Floorplan with the power grid:
Pins as bars on the die edge.
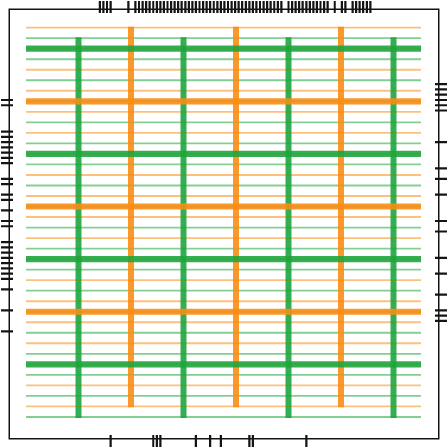
A small window of the routed layout:
Window x 3 to 53, y 58 to 108 µm. Cells in gray, sequential cells in the stronger gray; small squares are vias.
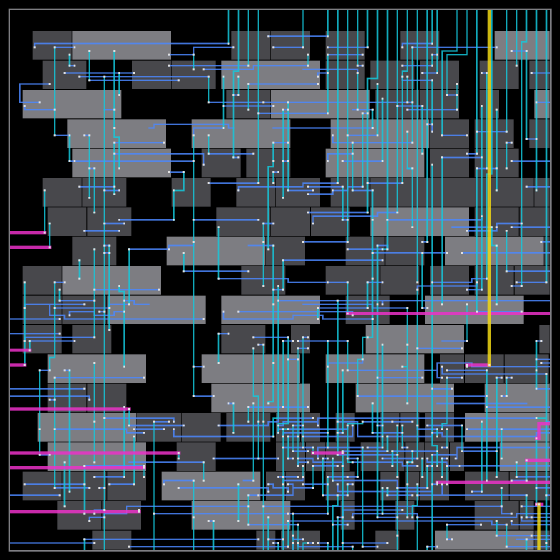
Clock nets:
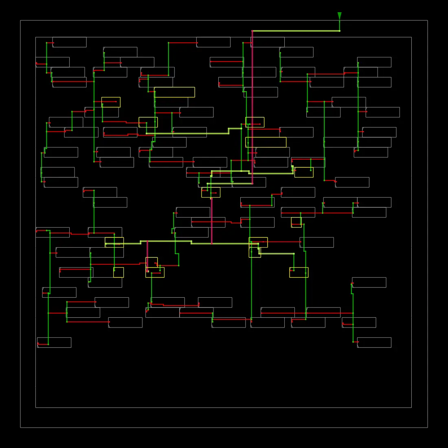
Sequential cells grouped by signal name:
Other sequential cells in the stronger gray, the rest of the logic in the fainter gray.
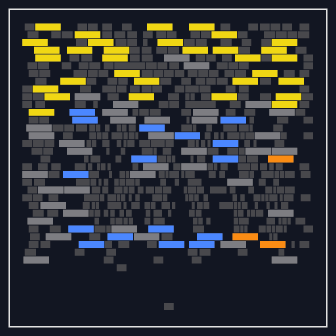
Logic cells by family:
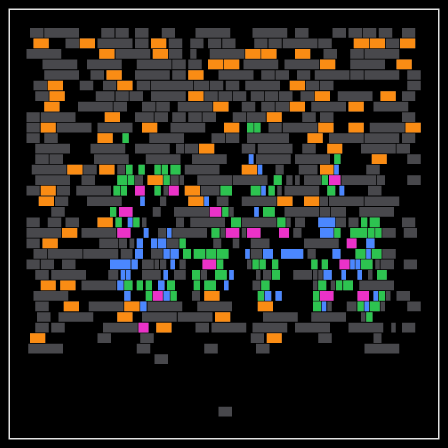
**src/rtl/fetch_sequencer.sv**
```systemverilog
// Instruction fetch sequencer: walks the program counter, keeps one request outstanding
// to instruction memory and hands each returned word plus its PC to decode.
module fetch_sequencer #(
  parameter int ADDR_WIDTH = 16,
  parameter int DATA_WIDTH = 32,
  parameter logic [ADDR_WIDTH-1:0] RESET_ADDR = {ADDR_WIDTH{1'b0}}
) (
  input  logic                  clk,
  input  logic                  reset,
  input  logic                  start,
  input  logic                  halt_req,
  input  logic                  redirect_valid,
  input  logic [ADDR_WIDTH-1:0] redirect_addr,
  output logic [ADDR_WIDTH-1:0] fetch_address,
  output logic                  fetch_valid,
  input  logic                  fetch_ready,
  input  logic                  mem_rvalid,
  input  logic [DATA_WIDTH-1:0] mem_rdata,
  output logic [DATA_WIDTH-1:0] instr_out,
  output logic [ADDR_WIDTH-1:0] instr_pc,
  output logic                  instr_valid,
  input  logic                  instr_ready,
  output logic                  halted
);

  typedef enum logic [2:0] {
    S_IDLE  = 3'd0,
    S_FETCH = 3'd1,
    S_WAIT  = 3'd2,
    S_HOLD  = 3'd3,
    S_HALT  = 3'd4
  } state_e;

  state_e                  state_q;
  logic [ADDR_WIDTH-1:0]   fetch_address_q;
  logic                    fetch_valid_q;
  logic [DATA_WIDTH-1:0]   instr_out_q;
  logic [ADDR_WIDTH-1:0]   instr_pc_q;
  logic                    instr_valid_q;
  logic                    halted_q;
  logic                    redir_pend_q;
  logic [ADDR_WIDTH-1:0]   redir_addr_q;
  logic                    halt_pend_q;

  logic                    halt_now_d;
  logic                    redir_hit_d;
  logic [ADDR_WIDTH-1:0]   redir_tgt_d;
  logic [ADDR_WIDTH-1:0]   next_pc_d;
  state_e                  go_state_d;

  // A fresh redirect this cycle overrides an older pending target.
  always_comb begin
    halt_now_d  = halt_req | halt_pend_q;
    redir_hit_d = redirect_valid | redir_pend_q;
    if (redirect_valid) begin
      redir_tgt_d = redirect_addr;
    end else begin
      redir_tgt_d = redir_addr_q;
    end
    next_pc_d = fetch_address_q + {{(ADDR_WIDTH-1){1'b0}}, 1'b1};
    if (halt_now_d) begin
      go_state_d = S_HALT;
    end else begin
      go_state_d = S_FETCH;
    end
  end

  always_ff @(posedge clk or posedge reset) begin
    if (reset) begin
      state_q         <= S_IDLE;
      fetch_address_q <= RESET_ADDR;
      fetch_valid_q   <= 1'b0;
      instr_out_q     <= {DATA_WIDTH{1'b0}};
      instr_pc_q      <= {ADDR_WIDTH{1'b0}};
      instr_valid_q   <= 1'b0;
      halted_q        <= 1'b0;
      redir_pend_q    <= 1'b0;
      redir_addr_q    <= {ADDR_WIDTH{1'b0}};
      halt_pend_q     <= 1'b0;
    end else begin
      case (state_q)
        S_IDLE: begin
          if (start) begin
            state_q       <= go_state_d;
            fetch_valid_q <= ~halt_now_d;
            halted_q      <= halt_now_d;
            halt_pend_q   <= 1'b0;
          end else begin
            halt_pend_q <= halt_now_d;
          end
        end
        S_FETCH: begin
          halt_pend_q <= halt_now_d;
          if (fetch_ready) begin
            fetch_valid_q <= 1'b0;
            state_q       <= S_WAIT;
            if (redirect_valid) begin
              redir_pend_q <= 1'b1;
              redir_addr_q <= redirect_addr;
            end
          end else if (redirect_valid) begin
            fetch_address_q <= redirect_addr;
          end
        end
        S_WAIT: begin
          if (mem_rvalid) begin
            if (redir_hit_d) begin
              // Returned word belongs to the abandoned path: drop it.
              fetch_address_q <= redir_tgt_d;
              redir_pend_q    <= 1'b0;
              state_q         <= go_state_d;
              fetch_valid_q   <= ~halt_now_d;
              halted_q        <= halt_now_d;
              halt_pend_q     <= 1'b0;
            end else begin
              instr_out_q   <= mem_rdata;
              instr_pc_q    <= fetch_address_q;
              instr_valid_q <= 1'b1;
              state_q       <= S_HOLD;
              halt_pend_q   <= halt_now_d;
            end
          end else begin
            halt_pend_q <= halt_now_d;
            if (redirect_valid) begin
              redir_pend_q <= 1'b1;
              redir_addr_q <= redirect_addr;
            end
          end
        end
        S_HOLD: begin
          if (redirect_valid || instr_ready) begin
            instr_valid_q <= 1'b0;
            state_q       <= go_state_d;
            fetch_valid_q <= ~halt_now_d;
            halted_q      <= halt_now_d;
            halt_pend_q   <= 1'b0;
            if (redirect_valid) begin
              fetch_address_q <= redirect_addr;
            end else begin
              fetch_address_q <= next_pc_d;
            end
          end else begin
            halt_pend_q <= halt_now_d;
          end
        end
        S_HALT: begin
          if (start && !halt_req) begin
            state_q       <= S_FETCH;
            fetch_valid_q <= 1'b1;
            halted_q      <= 1'b0;
          end
        end
        default: begin
          state_q       <= S_IDLE;
          fetch_valid_q <= 1'b0;
          instr_valid_q <= 1'b0;
          halted_q      <= 1'b0;
          redir_pend_q  <= 1'b0;
          halt_pend_q   <= 1'b0;
        end
      endcase
    end
  end

  assign fetch_address = fetch_address_q;
  assign fetch_valid   = fetch_valid_q;
  assign instr_out     = instr_out_q;
  assign instr_pc      = instr_pc_q;
  assign instr_valid   = instr_valid_q;
  assign halted        = halted_q;

endmodule

```
**config.mk**
```make
export PLATFORM = sky130hd
export DESIGN_NAME = fetch_sequencer
export DESIGN_NICKNAME = d
export VERILOG_FILES = /design/src/rtl/fetch_sequencer.sv
export SDC_FILE = /design/constraint.sdc
export NUM_CORES = 1
export LEC_CHECK = 0
export CAP_MARGIN = 20
export CORE_MARGIN = 4
export CORE_UTILIZATION = 40
export DETAILED_ROUTE_END_ITERATION = 12
export PLACE_DENSITY = 0.73
export SLEW_MARGIN = 20
export SYNTH_ARGS = -nofsm -noshare
export SYNTH_HDL_FRONTEND = slang
export SYNTH_SLANG_ARGS = --single-unit
```
**constraint.sdc**
```tcl
create_clock -name clk -period 8.13 [get_ports clk]
set_input_delay 1.626 -clock clk [delete_from_list [all_inputs] [get_ports clk]]
set_output_delay 1.626 -clock clk [all_outputs]
set_load 0.02 [all_outputs]
```
==> reports/results.ini <==
[grt]
grt_pass1_vias=3425
grtUsageTotal_pct=17.9
grt_pass1_wl_um=18000
grt_overflow=0
use_met3_pct=4.27
grt_max_degree=89
antenna_found_initial=0

[final_layout]
drive_gt1_share_pct=19.2
logic_area_um2=1860
inverters=9
buffers_excl_clock=126
finalNonFillerCells=625
final_common_cell=clkdlybuf4s50_1
fin_nets=542
dominant_cells=sequential cells
fin_area_um2=5740
mostFrequentLayoutCells=clkdlybuf4s50_1, dfrtp_1, mux2_2
sh_seq_area_pct=38.4
fill_cells=904
flop_area_um2=2200
logic_gate_count=251
area_delta_synth_final_pct=36.1
final_util_pct=55.8
antenna_cells=0
buf_share_pct=21.9

[final_timing]
finalCriticalPeriod_ns=3.96
finalHoldViolCount=0
max_freq_ghz=0.252
setup_viol=0
rsz0062_at_grt=no
relSlewSlack_pct=43.2
fin_tns_setup_ns=0
tightest_slew_ns=0.850
period_used_pct=48.7
hold_ws_ns=0.510
setup_slack_ns=4.17
final_max_slew_viol_count=0

[floorplanning]
fp_util_pct=41.0
num_rows=37
nWellTaps=136
ioPinCount=123
core_area_um2=10300
dieHeight_um=111
die_area_um2=12200
die_w_um=111

[clock_network]
root_buffer=clkbuf_8
cts_tree=built
cts_max_level=3
ctsHoldBuffers=0
numCtsBuffers=9
postCtsSetupRepairBufs=0
cts_num_sinks=88
path_clk_slew_ns=0.09

[synthesis]
adder_share_pct=0.297
seq_area_frac_synth_pct=52.3
top_cells_by_count=dfrtp_1, mux2_2, nor2_1
yosysUniqueCellTypes=58
synth-xor-area-share_pct=1.04
area_leaders=dfrtp_1, mux2_2, a21oi_1
ys_area_um2=4210
synth-seq-cells=88
syn_area_um2=4210
syn_inst=371
top_area_cell=dfrtp_1
async_reset_ff_share_pct=100
ys_warn_count=0
edf_count=0
top_area_share_pct=52.3
flop_cell=dfrtp_1
synth-simple-area-share_pct=11.3
synth_nets=428
most_common_cell=dfrtp_1
synthTopLogicFamily=multiplexers

[critical_path]
path_buffers=2
slowest_delay_ns=0.87
cp-startpoint=redirect_valid
critical_path.top_delay_family=buffers and inverters
r2r-end=redir_addr_q[5]
cp-endpoint=redir_addr_q[5]
cp-start-kind=input pin
rr_worst_depth=6
cp.arrival_ns=4.21
crit_chain=clkdlybuf4s50_1 > clkinv_1 > nor3_4 > mux2_2
cp.required_ns=8.38
crit-reg2reg-launch=state_q[0]
critPathMaxFanout=17
crit_cells=4
rrSetupSlack_ns=5.77

[power_and_ir_drop]
irDropWorstVdd_v=0.000212
pg_comb_w=0.00119
p_leak_nw=2.31
sequentialPower_w=0.000829
p_total_w=0.00235
powerDensity_nw_per_um2=410
clockPowerShare_pct=14.3
combPwrFrac_pct=50.5
swShare_pct=39.6
p_switching_w=0.000930
maxPowerGroup=combinational cells

[placement]
post-place-ws_ns=3.79
numPortBuffers=122
placedCellCount=610
routabilityCongestion=0.816
post-dp-hpwl_um=7490
placed_area_um2=5510

[routing]
wl_per_cell_um=17.2
vias=3314
drt-vias-per-instance=5.30
post-route-drc-count=0
dr.pass1.iters=4
drtAntennaViolNets=0
met2_length_um=5280
top_layer=met4
wirelength_um=10700
drtIter0Drc=198

[flow_run]
cap_violations=0
warnings=26

[hold_path]
whs_path_depth=1
hp-class=reg -> reg
hp-start=instr_pc[2]

[status]
status=complete, no violations

Notes on 'floorplan with the power grid' above:
[VDD] orange
[VSS] green
signal pins: 123
met4 straps: 7
met5 straps: 7
rows: 37

Notes on 'a small window of the routed layout' above:
[M4] yellow
[M2] cyan
[M1] blue
[M3] magenta
cells with their middle in the window: 130
most frequent: clkdlybuf4s50_1 (43), dfrtp_1 (31), mux2_2 (24)
sequential cells in the window: 31
netlist names of flops here include: `instr_out` (17), `fetch_address` (5), `instr_pc` (5)

Notes on 'clock nets' above:
Worst Clk Skew: 0.00426 ns
clk_lat worst skew: 0.36 ns
clkbuf count: 9

Notes on 'sequential cells grouped by signal name' above:
[`redir_addr_q`] blue | sequential cells: 16
[`state_q`] orange | sequential cells: 3
[`instr_out`] yellow | sequential cells: 32 | where: a horizontal strip, top
not colored: 37

Notes on 'logic cells by family' above:
[mux cells] orange | cells: 66 | most used: mux2_2
[aoi and oai cells] green | cells: 72 | most used: a21oi_1
[nor cells] blue | cells: 48 | most used: nor2_1
[non-inverting ao/oa cells] magenta | cells: 16 | most used: o21a_1

